<file path="config.mk">
export PLATFORM = sky130hd
export DESIGN_NAME = cgra_config_sequencer
export DESIGN_NICKNAME = d
export VERILOG_FILES = /design/src/rtl/cgra_seq_pkg.sv /design/src/rtl/cgra_stim_channel.sv /design/src/rtl/cgra_config_sequencer.sv
export SDC_FILE = /design/constraint.sdc
export NUM_CORES = 1
export LEC_CHECK = 0
export ABC_AREA = 1
export CAP_MARGIN = 20
export CELL_PAD_IN_SITES_DETAIL_PLACEMENT = 0
export CELL_PAD_IN_SITES_GLOBAL_PLACEMENT = 1
export CORE_ASPECT_RATIO = 1.25
export CORE_MARGIN = 5
export CORE_UTILIZATION = 36
export CTS_CLUSTER_SIZE = 30
export DETAILED_ROUTE_END_ITERATION = 10
export GPL_ROUTABILITY_DRIVEN = 0
export PLACE_DENSITY = 0.95
export RECOVER_POWER = 50
export SYNTH_ARGS = -nofsm -noshare
export SYNTH_HDL_FRONTEND = slang
export SYNTH_SLANG_ARGS = --single-unit
</file>
<file path="constraint.sdc">
create_clock -name clk_in -period 4.5 [get_ports clk_in]
set_clock_uncertainty 0.15 [all_clocks]
set_input_delay 0.675 -clock clk_in [delete_from_list [all_inputs] [get_ports clk_in]]
set_output_delay 0.675 -clock clk_in [all_outputs]
set_load 0.01 [all_outputs]
</file>
<file path="src/rtl/cgra_seq_pkg.sv">
// Purpose: shared types and constants for the CGRA configuration sequencer.
// Latency: n/a (declarations only).
// Backpressure: n/a.
package cgra_seq_pkg;

   // Sequencer phases: load config, idle settle gap, driven run window, finished.
   typedef enum logic [2:0] {
      ST_IDLE   = 3'd0,
      ST_CONFIG = 3'd1,
      ST_SETTLE = 3'd2,
      ST_RUN    = 3'd3,
      ST_DONE   = 3'd4
   } seq_state_t;

   // Per-channel stimulus modes.
   localparam logic STIM_HOLD = 1'b0;
   localparam logic STIM_INC  = 1'b1;

   // Address 0 is a no-op on the CGRA config bus.
   localparam int CFG_NOP_ADDR = 0;

endpackage

</file>
<file path="src/rtl/cgra_stim_channel.sv">
// Purpose: one pad stimulus channel register with load / hold / increment.
// Latency: new value visible one cycle after load or increment.
// Backpressure: none; clear beats load beats increment.
module cgra_stim_channel #(
   parameter int CH_W = 16
) (
   input  logic            clk_in,
   input  logic            reset_in,
   input  logic            i_clr,
   input  logic            i_load,
   input  logic            i_inc,
   input  logic [CH_W-1:0] i_seed,
   output logic [CH_W-1:0] o_val
);

   logic [CH_W-1:0] r_val;

   // Stimulus register; increment wraps modulo 2^CH_W.
   always_ff @(posedge clk_in or negedge reset_in) begin
      if (!reset_in)   r_val <= '0;
      else if (i_clr)  r_val <= '0;
      else if (i_load) r_val <= i_seed;
      else if (i_inc)  r_val <= r_val + CH_W'(1);
   end

   assign o_val = r_val;

endmodule

</file>
<file path="src/rtl/cgra_config_sequencer.sv">
// Purpose: replays host config words onto the CGRA config bus, then drives pads for a run window and captures pad outputs.
// Latency: accepted word appears on config outputs 1 cycle later; pad stimulus to capture is 1 cycle.
// Backpressure: cfg_ready_out high only in IDLE/CONFIG; no stall during RUN, captures are never held off.
module cgra_config_sequencer
   import cgra_seq_pkg::*;
#(
   parameter int ADDR_W = 32,
   parameter int DATA_W = 32,
   parameter int NUM_CH = 4,
   parameter int CH_W   = 16,
   parameter int CNT_W  = 16
) (
   input  logic                   clk_in,
   input  logic                   reset_in,
   input  logic                   cfg_valid_in,
   output logic                   cfg_ready_out,
   input  logic [ADDR_W-1:0]      cfg_addr_in,
   input  logic [DATA_W-1:0]      cfg_data_in,
   input  logic                   cfg_last_in,
   input  logic [CNT_W-1:0]       settle_cycles_in,
   input  logic [CNT_W-1:0]       run_cycles_in,
   input  logic [NUM_CH*CH_W-1:0] stim_seed_in,
   input  logic [NUM_CH-1:0]      stim_mode_in,
   input  logic                   abort_in,
   output logic [ADDR_W-1:0]      config_addr_out,
   output logic [DATA_W-1:0]      config_data_out,
   output logic [NUM_CH*CH_W-1:0] pad_in_out,
   input  logic [NUM_CH*CH_W-1:0] pad_out_in,
   output logic                   capt_valid_out,
   output logic [NUM_CH*CH_W-1:0] capt_data_out,
   output logic [CNT_W-1:0]       capt_cycle_out,
   output logic                   busy_out,
   output logic                   done_out
);

   seq_state_t              r_state;
   seq_state_t              w_state_nxt;
   logic                    r_cfg_rdy;
   logic [ADDR_W-1:0]       r_cfg_addr;
   logic [DATA_W-1:0]       r_cfg_data;
   logic [CNT_W-1:0]        r_settle_cnt;
   logic [CNT_W-1:0]        r_run_len;
   logic [CNT_W-1:0]        r_run_idx;
   logic                    r_capt_vld;
   logic [NUM_CH*CH_W-1:0]  r_capt_dat;
   logic [CNT_W-1:0]        r_capt_cyc;
   logic                    w_accept;
   logic                    w_accept_last;
   logic                    w_load;
   logic                    w_run_step;
   logic                    w_last_idx;
   logic [NUM_CH-1:0]       w_inc;

   // Abort wins over a simultaneous accept.
   assign w_accept      = cfg_valid_in & r_cfg_rdy & ~abort_in;
   assign w_accept_last = w_accept & cfg_last_in;
   assign w_last_idx    = (r_run_idx == r_run_len - CNT_W'(1));

   // State register.
   always_ff @(posedge clk_in or negedge reset_in) begin
      if (!reset_in) r_state <= ST_IDLE;
      else           r_state <= w_state_nxt;
   end

   // Next-state and run-window control.
   always_comb begin
      w_state_nxt = r_state;
      w_load      = 1'b0;
      w_run_step  = 1'b0;
      w_inc       = '0;
      case (r_state)
         ST_IDLE, ST_CONFIG: begin
            if (w_accept) begin
               if (!cfg_last_in) begin
                  w_state_nxt = ST_CONFIG;
               end else if (settle_cycles_in == '0) begin
                  w_state_nxt = ST_RUN;
                  w_load      = 1'b1;
               end else begin
                  w_state_nxt = ST_SETTLE;
               end
            end
         end
         ST_SETTLE: begin
            if (r_settle_cnt == CNT_W'(1)) begin
               w_state_nxt = ST_RUN;
               w_load      = 1'b1;
            end
         end
         ST_RUN: begin
            if (r_run_len == '0) begin
               w_state_nxt = ST_DONE;
            end else begin
               w_run_step = 1'b1;
               if (w_last_idx) w_state_nxt = ST_DONE;
            end
         end
         ST_DONE: w_state_nxt = ST_DONE;
         default: w_state_nxt = ST_IDLE;
      endcase
      // Last run cycle does not advance, so pads hold the final stimulus in DONE.
      for (int i = 0; i < NUM_CH; i++) begin
         w_inc[i] = w_run_step && !w_last_idx && (stim_mode_in[i] == STIM_INC);
      end
      if (abort_in) begin
         w_state_nxt = ST_IDLE;
         w_load      = 1'b0;
         w_run_step  = 1'b0;
         w_inc       = '0;
      end
   end

   // Ready follows the upcoming state so it drops on the same edge as the last accept.
   always_ff @(posedge clk_in or negedge reset_in) begin
      if (!reset_in) r_cfg_rdy <= 1'b0;
      else           r_cfg_rdy <= (w_state_nxt == ST_IDLE) || (w_state_nxt == ST_CONFIG);
   end

   // Config bus: one-cycle pulse per accepted word, no-op otherwise.
   always_ff @(posedge clk_in or negedge reset_in) begin
      if (!reset_in) begin
         r_cfg_addr <= '0;
         r_cfg_data <= '0;
      end else if (w_accept) begin
         r_cfg_addr <= cfg_addr_in;
         r_cfg_data <= cfg_data_in;
      end else begin
         r_cfg_addr <= ADDR_W'(CFG_NOP_ADDR);
         r_cfg_data <= '0;
      end
   end

   // Settle down-counter, run length latch and run cycle index.
   always_ff @(posedge clk_in or negedge reset_in) begin
      if (!reset_in) begin
         r_settle_cnt <= '0;
         r_run_len    <= '0;
         r_run_idx    <= '0;
      end else if (abort_in) begin
         r_settle_cnt <= '0;
         r_run_len    <= '0;
         r_run_idx    <= '0;
      end else if (w_accept_last) begin
         r_settle_cnt <= settle_cycles_in;
         r_run_len    <= run_cycles_in;
         r_run_idx    <= '0;
      end else if (r_state == ST_SETTLE) begin
         r_settle_cnt <= r_settle_cnt - CNT_W'(1);
      end else if (w_run_step) begin
         r_run_idx <= r_run_idx + CNT_W'(1);
      end
   end

   // Capture of pad outputs for each run cycle.
   always_ff @(posedge clk_in or negedge reset_in) begin
      if (!reset_in) begin
         r_capt_vld <= 1'b0;
         r_capt_dat <= '0;
         r_capt_cyc <= '0;
      end else if (abort_in) begin
         r_capt_vld <= 1'b0;
         r_capt_dat <= '0;
         r_capt_cyc <= '0;
      end else begin
         r_capt_vld <= w_run_step;
         if (w_run_step) begin
            r_capt_dat <= pad_out_in;
            r_capt_cyc <= r_run_idx;
         end
      end
   end

   for (genvar g = 0; g < NUM_CH; g++) begin : g_ch
      cgra_stim_channel #(.CH_W(CH_W)) u_ch (
         .clk_in   (clk_in),
         .reset_in (reset_in),
         .i_clr    (abort_in),
         .i_load   (w_load),
         .i_inc    (w_inc[g]),
         .i_seed   (stim_seed_in[g*CH_W +: CH_W]),
         .o_val    (pad_in_out[g*CH_W +: CH_W])
      );
   end

   assign cfg_ready_out   = r_cfg_rdy;
   assign config_addr_out = r_cfg_addr;
   assign config_data_out = r_cfg_data;
   assign capt_valid_out  = r_capt_vld;
   assign capt_data_out   = r_capt_dat;
   assign capt_cycle_out  = r_capt_cyc;
   assign busy_out        = (r_state == ST_CONFIG) || (r_state == ST_SETTLE) || (r_state == ST_RUN);
   assign done_out        = (r_state == ST_DONE);

endmodule

</file>
==> summary.txt <==
run results: fraction of layout cells with a size suffix above 1 0.0583, RR Endpoint r_state[0]$_DFF_PN0_, Registers, synthesis between 200 and 300, cycle use final 0.791, failing checks max-capacitance violations, max-slew violations, dominant logic cell types in the final layout clkdlybuf4s50_1, nand2_1, dfrtp_1, R2R cell count 5, Peak VDD IR about 0.00033 V, clk ins delay skew pair ~560 ps, Die Width ~180 um, max-cap viol count 2, tool warnings 30, Commonest flop dfrtp_1, xor/xnor share 0.0404, die height between 200 and 250 um, most frequent cells after synthesis nand2_1, dfrtp_1, nand3_1, worst path cell trace dlygate4sd3_1 -> nand3_1 -> clkbuf_1 -> nand2_1 -> o211ai_1 -> a31oi_1, hold buffers post-CTS 0, Final Max Tran Viols around 170, Worst Hold Launch capt_data_out[50]$_DFFE_PN0P_, post-place instance area approximately 18000 um2, # IOs between 400 and 500, Highest Clock Rate around 0.28 GHz, Post-Syn Area per Cell about 8 um2, P per Cell Area about 320 nW/um2, placed cell count about 2500, Ys Warns 0, async set-reset flop share out of synthesis 1.00, LEAKAGE roughly 9.0 nW, combinational gate area around 5700 um2, most used logic cell in the final layout clkdlybuf4s50_1, most numerous cell in the Yosys netlist nand2_1, worst setup margin 939 ps, number of gates resized after CTS 0, Post-Synth Adder-Cell Area 0.00757, root buf cell clkbuf_16, FF-to-FF Start cfg_ready_out$_DFF_PN0_, syn_nets about 1900, kind of critical path in2reg, Mapped Cells around 1700, first-pass iteration count of the detailed router 6, PortBufs 444, Final Hold Violation Tally 0, dominant kind of combinational cell simple AND/OR/NAND/NOR gates, nature of the critical path endpoint flip-flop, WHS Endpoint capt_data_out[50]$_DFFE_PN0P_, Post-synth seq share 0.494, clk slew on worst S/H paths about 60 ps, core box area around 36000 um2, Synth Area in Compound Gates 0.0942, CP peak stage delay 2000 ps, worst slack, placed 665 ps, final net count between 2000 and 2500, Startpoint Class primary input, top cells by area, synth dfrtp_1, nand2_1, nand3_1, crit-path max FO 65, Core Util at FP 0.364, Synth mux share 0.000757, status finished with violations, headroom to the max-slew limit -0.894, vias in the first global route between 10000 and 15000, DRC Markers 0, CTS tree yes, initial antenna violation count 1
## power by group
group          internal, mW  leakage, nW  switching, mW
registers              2.44         3.58         0.0804
clock network          1.62        0.517           1.03
logic                 0.449         4.92          0.538
## stage by stage
step / total power, mW / util
6_report: 6.16 / 0.526
5_1_grt: 6.44 / 0.526
4_1_cts: 6.24 / 0.526
3_5_place_dp: 3.55 / 0.497
3_3_place_gp: 3.54 / 0.497
2_1_floorplan: 3.05 / -
## layout make-up
class / count / share of cell area
timing repair buffer: 460 / 0.240
clock buffer: 38 / 0.0429
tap: 480 / 0.0314
antenna: 1 / 0.000131
inverter: 171 / 0.0337
clock inverter: 15 / 0.0124
sequential: 261 / 0.342
multi-input combinational: 1148 / 0.297
## how the worst max path moves through the flow
stage,start,end,cells past startpoint
finish,cfg_valid_in,r_state[0]$_DFF_PN0_,6
global route,cfg_valid_in,r_state[0]$_DFF_PN0_,6
detailed placement,settle_cycles_in[15],g_ch[1].u_ch.o_val[9]$_DFFE_PN0P_,11
global placement,settle_cycles_in[2],g_ch[0].u_ch.o_val[10]$_DFFE_PN0P_,11
floorplan,abort_in,g_ch[3].u_ch.o_val[7]$_DFFE_PN0P_,12
CTS,settle_cycles_in[15],g_ch[2].u_ch.o_val[2]$_DFFE_PN0P_,11
## metal layers
metal  routed length [um]  vias to the layer above  track usage
met5                   13                        -            0
met3                 4680                       89       0.0673
met4                 1590                        2       0.0712
met1                16900                     6182        0.255
li1                     -                     6183            -
met2                22900                      652        0.374
## sequential cells by signal (all words and copies together), names as in the netlist
signal	flops
capt_cycle_out	16
capt_data_out	64
capt_valid_out	1
cfg_ready_out	1
config_addr_out	32
config_data_out	32
g_ch.u_ch.o_val	64
r_run_idx	16
r_run_len	16
r_settle_cnt	16
r_state	3
port_nets.png
Drawn at 1.5 px/um.
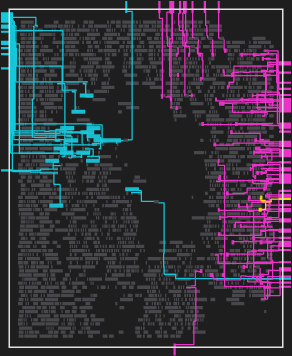
| colour | port | direction | edge | end cells | wire |
|---|---|---|---|---|---|
| cyan | capt_cycle_out | output | 14 west, 1 north, 1 east | 16 | 2030 um |
| magenta | stim_seed_in | input | 53 east, 10 north, 1 south | 64 | 2800 um |
| yellow | cfg_valid_in | input | east | 2 | 28.6 um |

final_clocks.png
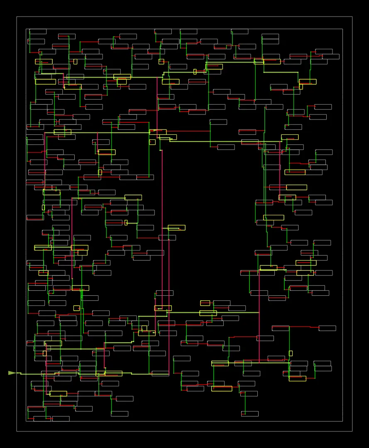
FF+latch count: 261
CTS buffer count: 29
clk pwr: 2.65 mW
clk sinks: 261

zoom.png
Region (126, 158) to (146, 178) um. Cells in grey, sequential cells in the stronger grey; small squares are vias.
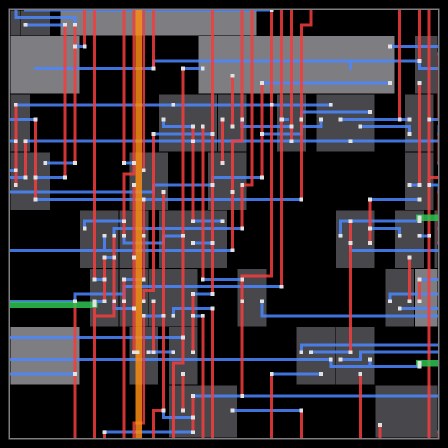
| colour | layer |
|---|---|
| blue | met1 |
| orange | met4 |
| green | met3 |
| red | met2 |
cells with their middle in the window: 25
most frequent: nand2_1 (9), o21ai_0 (3), a211oi_1 (3)
sequential cells in the window: 1
netlist names of flops here include: g_ch.u_ch.o_val (1)

metal_stack.png
Drawn at 2 px/um. Only two layers are drawn.
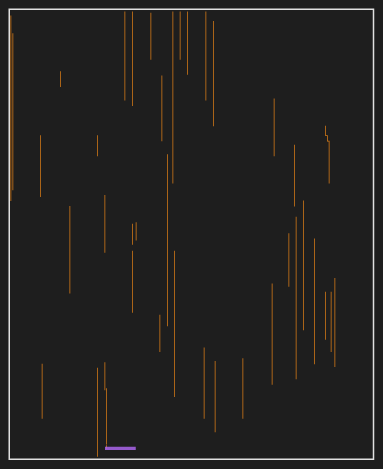
| colour | layer | wire length |
|---|---|---|
| orange | met4 | 1590 um |
| purple | met5 | 13.8 um |

met2.png
Drawn at 1.5 px/um.
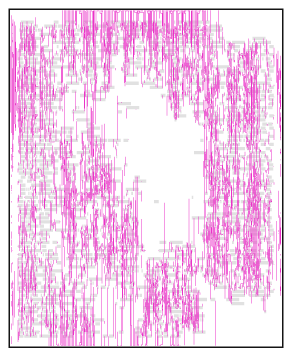
main direction: vertical
wire length on this layer: 22.9 mm
share of all routed wire: 50%
final WL: 46100 um
met2 Use GR: 0.374
DR vias: 13100

Power is estimated from default activity; no workload was simulated.
